===== config.mk =====
export PLATFORM = sky130hd
export DESIGN_NAME = byte_serializer
export DESIGN_NICKNAME = d
export VERILOG_FILES = /design/src/rtl/byte_serializer_pkg.sv /design/src/rtl/byte_fifo.sv /design/src/rtl/byte_serializer.sv
export SDC_FILE = /design/constraint.sdc
export NUM_CORES = 1
export LEC_CHECK = 0
export CORE_ASPECT_RATIO = 1.4
export CORE_UTILIZATION = 59
export CTS_BUF_LIST = sky130_fd_sc_hd__clkbuf_2 sky130_fd_sc_hd__clkbuf_4 sky130_fd_sc_hd__clkbuf_8
export DETAILED_ROUTE_END_ITERATION = 8
export PLACE_DENSITY = 0.85
export SYNTH_ARGS = -nofsm -noshare
export SYNTH_HDL_FRONTEND = slang
export SYNTH_SLANG_ARGS = --single-unit

===== constraint.sdc =====
create_clock -name clk_i -period 2.89 [get_ports clk_i]
set_input_delay 0.578 -clock clk_i [delete_from_list [all_inputs] [get_ports clk_i]]
set_output_delay 0.578 -clock clk_i [all_outputs]
set_load 0.05 [all_outputs]

===== src/rtl/byte_serializer_pkg.sv =====
// Shared constants for the byte serializer: data width, default depth,
// shifter state encoding and the bit-order helper.
package byte_serializer_pkg;

    localparam int BYTE_W        = 8;
    localparam int DEFAULT_DEPTH = 4;

    localparam logic [0:0] ST_IDLE  = 1'b0;
    localparam logic [0:0] ST_SHIFT = 1'b1;

    // Bit idx of a byte in transmission order.
    function automatic logic pick_bit(
        input logic [BYTE_W-1:0] b,
        input logic [2:0]        idx,
        input logic              msb_first
    );
        return msb_first ? b[3'd7 - idx] : b[idx];
    endfunction

endpackage


===== src/rtl/byte_fifo.sv =====
// Byte FIFO with power-of-two depth, exact occupancy count and
// synchronous flush; a push coinciding with flush is dropped.
module byte_fifo
    import byte_serializer_pkg::*;
#(
    parameter int DEPTH = DEFAULT_DEPTH,
    localparam int AW = $clog2(DEPTH),
    localparam int CW = AW + 1
) (
    input  logic              clk_i,
    input  logic              rst_i,
    input  logic              flush_i,
    input  logic              push_i,
    input  logic [BYTE_W-1:0] data_i,
    input  logic              pop_i,
    output logic [BYTE_W-1:0] data_o,
    output logic [CW-1:0]     count_o,
    output logic              full_o,
    output logic              empty_o
);

    logic [BYTE_W-1:0] mem_q [DEPTH];
    logic [AW-1:0]     wr_ptr_q, wr_ptr_d;
    logic [AW-1:0]     rd_ptr_q, rd_ptr_d;
    logic [CW-1:0]     count_q, count_d;
    logic              do_push, do_pop;

    assign full_o  = (count_q == CW'(DEPTH));
    assign empty_o = (count_q == '0);
    assign count_o = count_q;
    assign data_o  = mem_q[rd_ptr_q];

    assign do_push = push_i & ~full_o & ~flush_i;
    assign do_pop  = pop_i & ~empty_o & ~flush_i;

    // Pointers wrap naturally because DEPTH is a power of two.
    always_comb begin
        wr_ptr_d = wr_ptr_q;
        rd_ptr_d = rd_ptr_q;
        count_d  = count_q;
        if (flush_i) begin
            wr_ptr_d = '0;
            rd_ptr_d = '0;
            count_d  = '0;
        end else begin
            if (do_push) wr_ptr_d = wr_ptr_q + 1'b1;
            if (do_pop)  rd_ptr_d = rd_ptr_q + 1'b1;
            count_d = count_q + CW'(do_push) - CW'(do_pop);
        end
    end

    always_ff @(posedge clk_i) begin
        if (rst_i) begin
            wr_ptr_q <= '0;
            rd_ptr_q <= '0;
            count_q  <= '0;
        end else begin
            wr_ptr_q <= wr_ptr_d;
            rd_ptr_q <= rd_ptr_d;
            count_q  <= count_d;
        end
    end

    always_ff @(posedge clk_i) begin
        if (do_push) mem_q[wr_ptr_q] <= data_i;
    end

endmodule


===== src/rtl/byte_serializer.sv =====
// Byte-to-bit serializer: FIFO-buffered bytes shifted out one bit per
// enabled cycle with registered valid/data/busy outputs.
module byte_serializer
    import byte_serializer_pkg::*;
#(
    parameter int   DEPTH     = DEFAULT_DEPTH,
    parameter logic MSB_FIRST = 1'b1,
    localparam int  CW = $clog2(DEPTH) + 1
) (
    input  logic              clk_i,
    input  logic              rst_i,
    input  logic              byte_valid_i,
    input  logic [BYTE_W-1:0] byte_i,
    output logic              byte_ready_o,
    input  logic              en_i,
    input  logic              flush_i,
    output logic              valid_o,
    output logic              d_o,
    output logic              busy_o,
    output logic [CW-1:0]     fifo_cnt_o
);

    logic [BYTE_W-1:0] fifo_data;
    logic              fifo_full, fifo_empty;
    logic              pop;

    logic [0:0]        state_q, state_d;
    logic [2:0]        idx_q, idx_d;
    logic [BYTE_W-1:0] shreg_q, shreg_d;
    logic              valid_q, valid_d;
    logic              d_q, d_d;
    logic              busy_q, busy_d;

    assign byte_ready_o = ~fifo_full;

    byte_fifo #(
        .DEPTH (DEPTH)
    ) u_fifo (
        .clk_i   (clk_i),
        .rst_i   (rst_i),
        .flush_i (flush_i),
        .push_i  (byte_valid_i & byte_ready_o),
        .data_i  (byte_i),
        .pop_i   (pop),
        .data_o  (fifo_data),
        .count_o (fifo_cnt_o),
        .full_o  (fifo_full),
        .empty_o (fifo_empty)
    );

    always_comb begin
        state_d = state_q;
        idx_d   = idx_q;
        shreg_d = shreg_q;
        valid_d = 1'b0;
        d_d     = 1'b0;
        busy_d  = busy_q;
        pop     = 1'b0;
        if (flush_i) begin
            state_d = ST_IDLE;
            idx_d   = '0;
            busy_d  = 1'b0;
        end else begin
            unique case (state_q)
                ST_IDLE: begin
                    if (en_i && !fifo_empty) begin
                        pop     = 1'b1;
                        shreg_d = fifo_data;
                        idx_d   = '0;
                        valid_d = 1'b1;
                        d_d     = pick_bit(fifo_data, 3'd0, MSB_FIRST);
                        busy_d  = 1'b1;
                        state_d = ST_SHIFT;
                    end
                end
                ST_SHIFT: begin
                    if (idx_q == 3'd7) begin
                        // Byte complete: chain the next one or go idle.
                        if (en_i && !fifo_empty) begin
                            pop     = 1'b1;
                            shreg_d = fifo_data;
                            idx_d   = '0;
                            valid_d = 1'b1;
                            d_d     = pick_bit(fifo_data, 3'd0, MSB_FIRST);
                        end else begin
                            state_d = ST_IDLE;
                            idx_d   = '0;
                            busy_d  = 1'b0;
                        end
                    end else if (en_i) begin
                        idx_d   = idx_q + 3'd1;
                        valid_d = 1'b1;
                        d_d     = pick_bit(shreg_q, idx_q + 3'd1, MSB_FIRST);
                    end
                end
                default: state_d = ST_IDLE;
            endcase
        end
    end

    always_ff @(posedge clk_i) begin
        if (rst_i) begin
            state_q <= ST_IDLE;
            idx_q   <= '0;
            shreg_q <= '0;
            valid_q <= 1'b0;
            d_q     <= 1'b0;
            busy_q  <= 1'b0;
        end else begin
            state_q <= state_d;
            idx_q   <= idx_d;
            shreg_q <= shreg_d;
            valid_q <= valid_d;
            d_q     <= d_d;
            busy_q  <= busy_d;
        end
    end

    assign valid_o = valid_q;
    assign d_o     = d_q;
    assign busy_o  = busy_q;

endmodule


==> results_slide.txt <==
Implementation Results

Detailed routing
  • Vias per cell: 5.56
  • Via count: 1300
  • DRC viols: 0
  • 1st-iter DRT viols: 37

Synthesis
  • Synth warn: 0
  • Ys async rst share: 0
  • AND/OR/NAND/NOR Cells, Area Fraction: 0.0977
  • Distinct lib cells: 33
  • Synth top cell by count: edfxtp_1
  • Main flop type: edfxtp_1
  • Yosys synthesis chip area: 0.00227 mm²
  • Top cells by count: edfxtp_1, dfxtp_1, nand2_1
  • Ys cells: 166

CTS
  • CTS tree: yes
  • CTS clock-pin slew for the worst setup and hold paths: 100 ps

Layout
  • Diode count: 0
  • Leading cell kind: sequential cells
  • Flop count: 56
  • Multi-input logic cell count: 93
  • Share of layout cells above drive strength 1: 0.156

STA
  • Skew final: 12.8 ps
  • Fin Hold WS: 459 ps
  • Final Max Slew Viols: 0
  • RSZ-0062 raised after global routing: no

Power and ir drop
  • Combinational power share: 0.061
  • Seq pwr share: 0.597

Floorplan
  • Die Area: 0.00410 mm²

Setup path
  • Critical Path Source Type: flop
  • CP Max Fanout: 4
  • Slowest stage delay, CP: 400 ps
  • Endpoint class of the critical path: flop

GRT
  • Total Routing Usage GR: 0.214
  • Total grt overflow: 0

Run status
  • Status: completed
[metal layers]
metal,global-route usage,vias up,share of wire
met3,0.0359,4,0.023
met5,0,-,0
li1,-,638,-
met2,0.397,25,0.57
met1,0.230,633,0.39
met4,0.0940,0,0.014
[cells in the final DEF (no fill, tap or decap)]
| master | netlist | routed |
|---|---|---|
| o31ai_4 | 1 | 1 |
| nor3_1 | 1 | 1 |
| clkbuf_4 | 0 | 1 |
| nor2_1 | 12 | 12 |
| a21oi_1 | 14 | 14 |
| and2_1 | 4 | 4 |
| or3b_1 | 1 | 1 |
| or3_1 | 1 | 1 |
| edfxtp_1 | 32 | 32 |
| buf_4 | 0 | 6 |
| a22o_1 | 1 | 1 |
| and2b_2 | 1 | 1 |
| nand3b_1 | 1 | 1 |
| or3_4 | 1 | 1 |
| mux2i_1 | 2 | 2 |
| ha_1 | 8 | 8 |
| clkbuf_8 | 0 | 5 |
| mux4_2 | 9 | 9 |
| xnor2_2 | 1 | 1 |
| clkdlybuf4s50_1 | 0 | 19 |
| dfxtp_1 | 24 | 24 |
| or2_2 | 2 | 2 |
| inv_1 | 9 | 9 |
| a31oi_1 | 2 | 2 |
| fa_1 | 1 | 1 |
| clkinv_2 | 0 | 1 |
| a311oi_1 | 2 | 2 |
| o21ai_0 | 2 | 2 |
| nand3_1 | 4 | 4 |
| nand2_1 | 19 | 19 |
| xnor2_1 | 2 | 2 |
| xor2_1 | 1 | 1 |
| clkinv_4 | 1 | 1 |
| bufinv_16 | 0 | 1 |
[path summary, 6_finish.rpt]
check | depth (start not counted) | from | end | slack [ps]
setup / recovery | 13 | idx_q[1]$_SDFFE_PP0P_ | u_fifo.count_o[2]$_SDFF_PP0_ | 200
hold / removal | 2 | shreg_q[2]$_SDFFE_PP0P_ | shreg_q[2]$_SDFFE_PP0P_ | 460
setup reg to reg | 13 | idx_q[1]$_SDFFE_PP0P_ | u_fifo.count_o[2]$_SDFF_PP0_ | 200
hold reg to reg | 2 | shreg_q[2]$_SDFFE_PP0P_ | shreg_q[2]$_SDFFE_PP0P_ | 460
[cells by family (layout without fill, tap and decap cells)]
kind of cell / Yosys count / count (layout)
adder cells (fa/ha/maj): 9 / 9
buffers and inverters: 17 / 43
AND/OR/NAND/NOR: 47 / 47
flip-flops: 56 / 56
AND-OR/OR-AND: 22 / 22
XOR/XNOR: 4 / 4
multiplexers: 11 / 11
[registers in the layout, summed over array words and instances (netlist names), named ones only]
register / flops
busy_o: 1
d_o: 1
idx_q: 3
shreg_q: 8
state_q: 1
u_fifo.count_o: 3
u_fifo.mem_q: 32
u_fifo.rd_ptr_q: 2
u_fifo.wr_ptr_q: 2
valid_o: 1
[stage by stage]
stage	std cells	setup WS, ps	total power (µW)	util	setup TNS [ps]
detailed placement	226	-104	970	0.685	-104
floorplan	166	39.6	929	-	0
global placement	226	-23.4	963	0.685	-23.4
global route	234	75.4	1500	0.715	0
CTS	234	176	1460	0.715	0
finish	234	196	1450	0.715	0
[tightest hold or removal path, stage by stage, from the launching register on]
cell and delay (ps):
dfxtp_1 310, nand2_1 50, a21oi_1 60
**Close-up of the layout**

Window x 31 to 51, y 9 to 29 µm. Cells in grey, sequential cells in the stronger grey; small squares are vias.
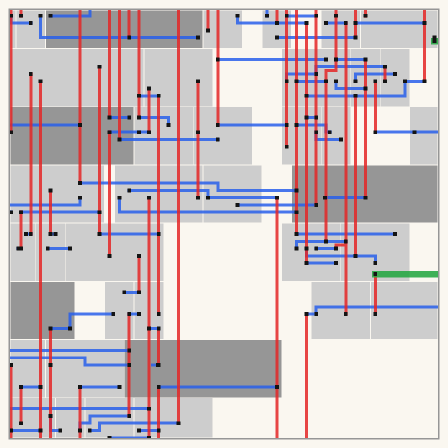
metal 1 -> blue
metal 2 -> red
metal 3 -> green
netlist names of flops here include = shreg_q (2)
cells with their middle in the window = 36
sequential cells in the window = 4

**Where the registers sit**

Scale: 6 px per µm. Other sequential cells in the stronger grey, the rest of the logic in the fainter grey.
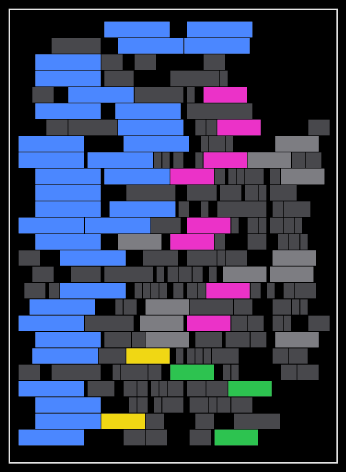
u_fifo.count_o -> green  # placed flops 3
u_fifo.wr_ptr_q -> yellow  # placed flops 2
u_fifo.mem_q -> blue  # placed flops 32
shreg_q -> magenta  # placed flops 8
not coloured = 11
FF/Latch Area: 0.00144 mm²
Final Core Density: 0.715
sequential cell area share: 0.548

**Wiring by layer**

Scale: 4 px per µm.
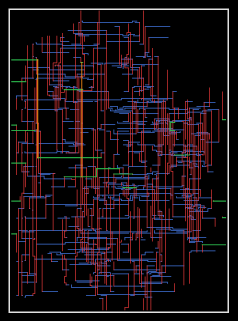
metal 1 -> blue  # wire length 1440 µm
metal 3 -> green  # wire length 86.0 µm
metal 4 -> orange  # wire length 53.0 µm
metal 2 -> red  # wire length 2120 µm

Power figures rest on the tool's default switching activity, not on a simulated workload.
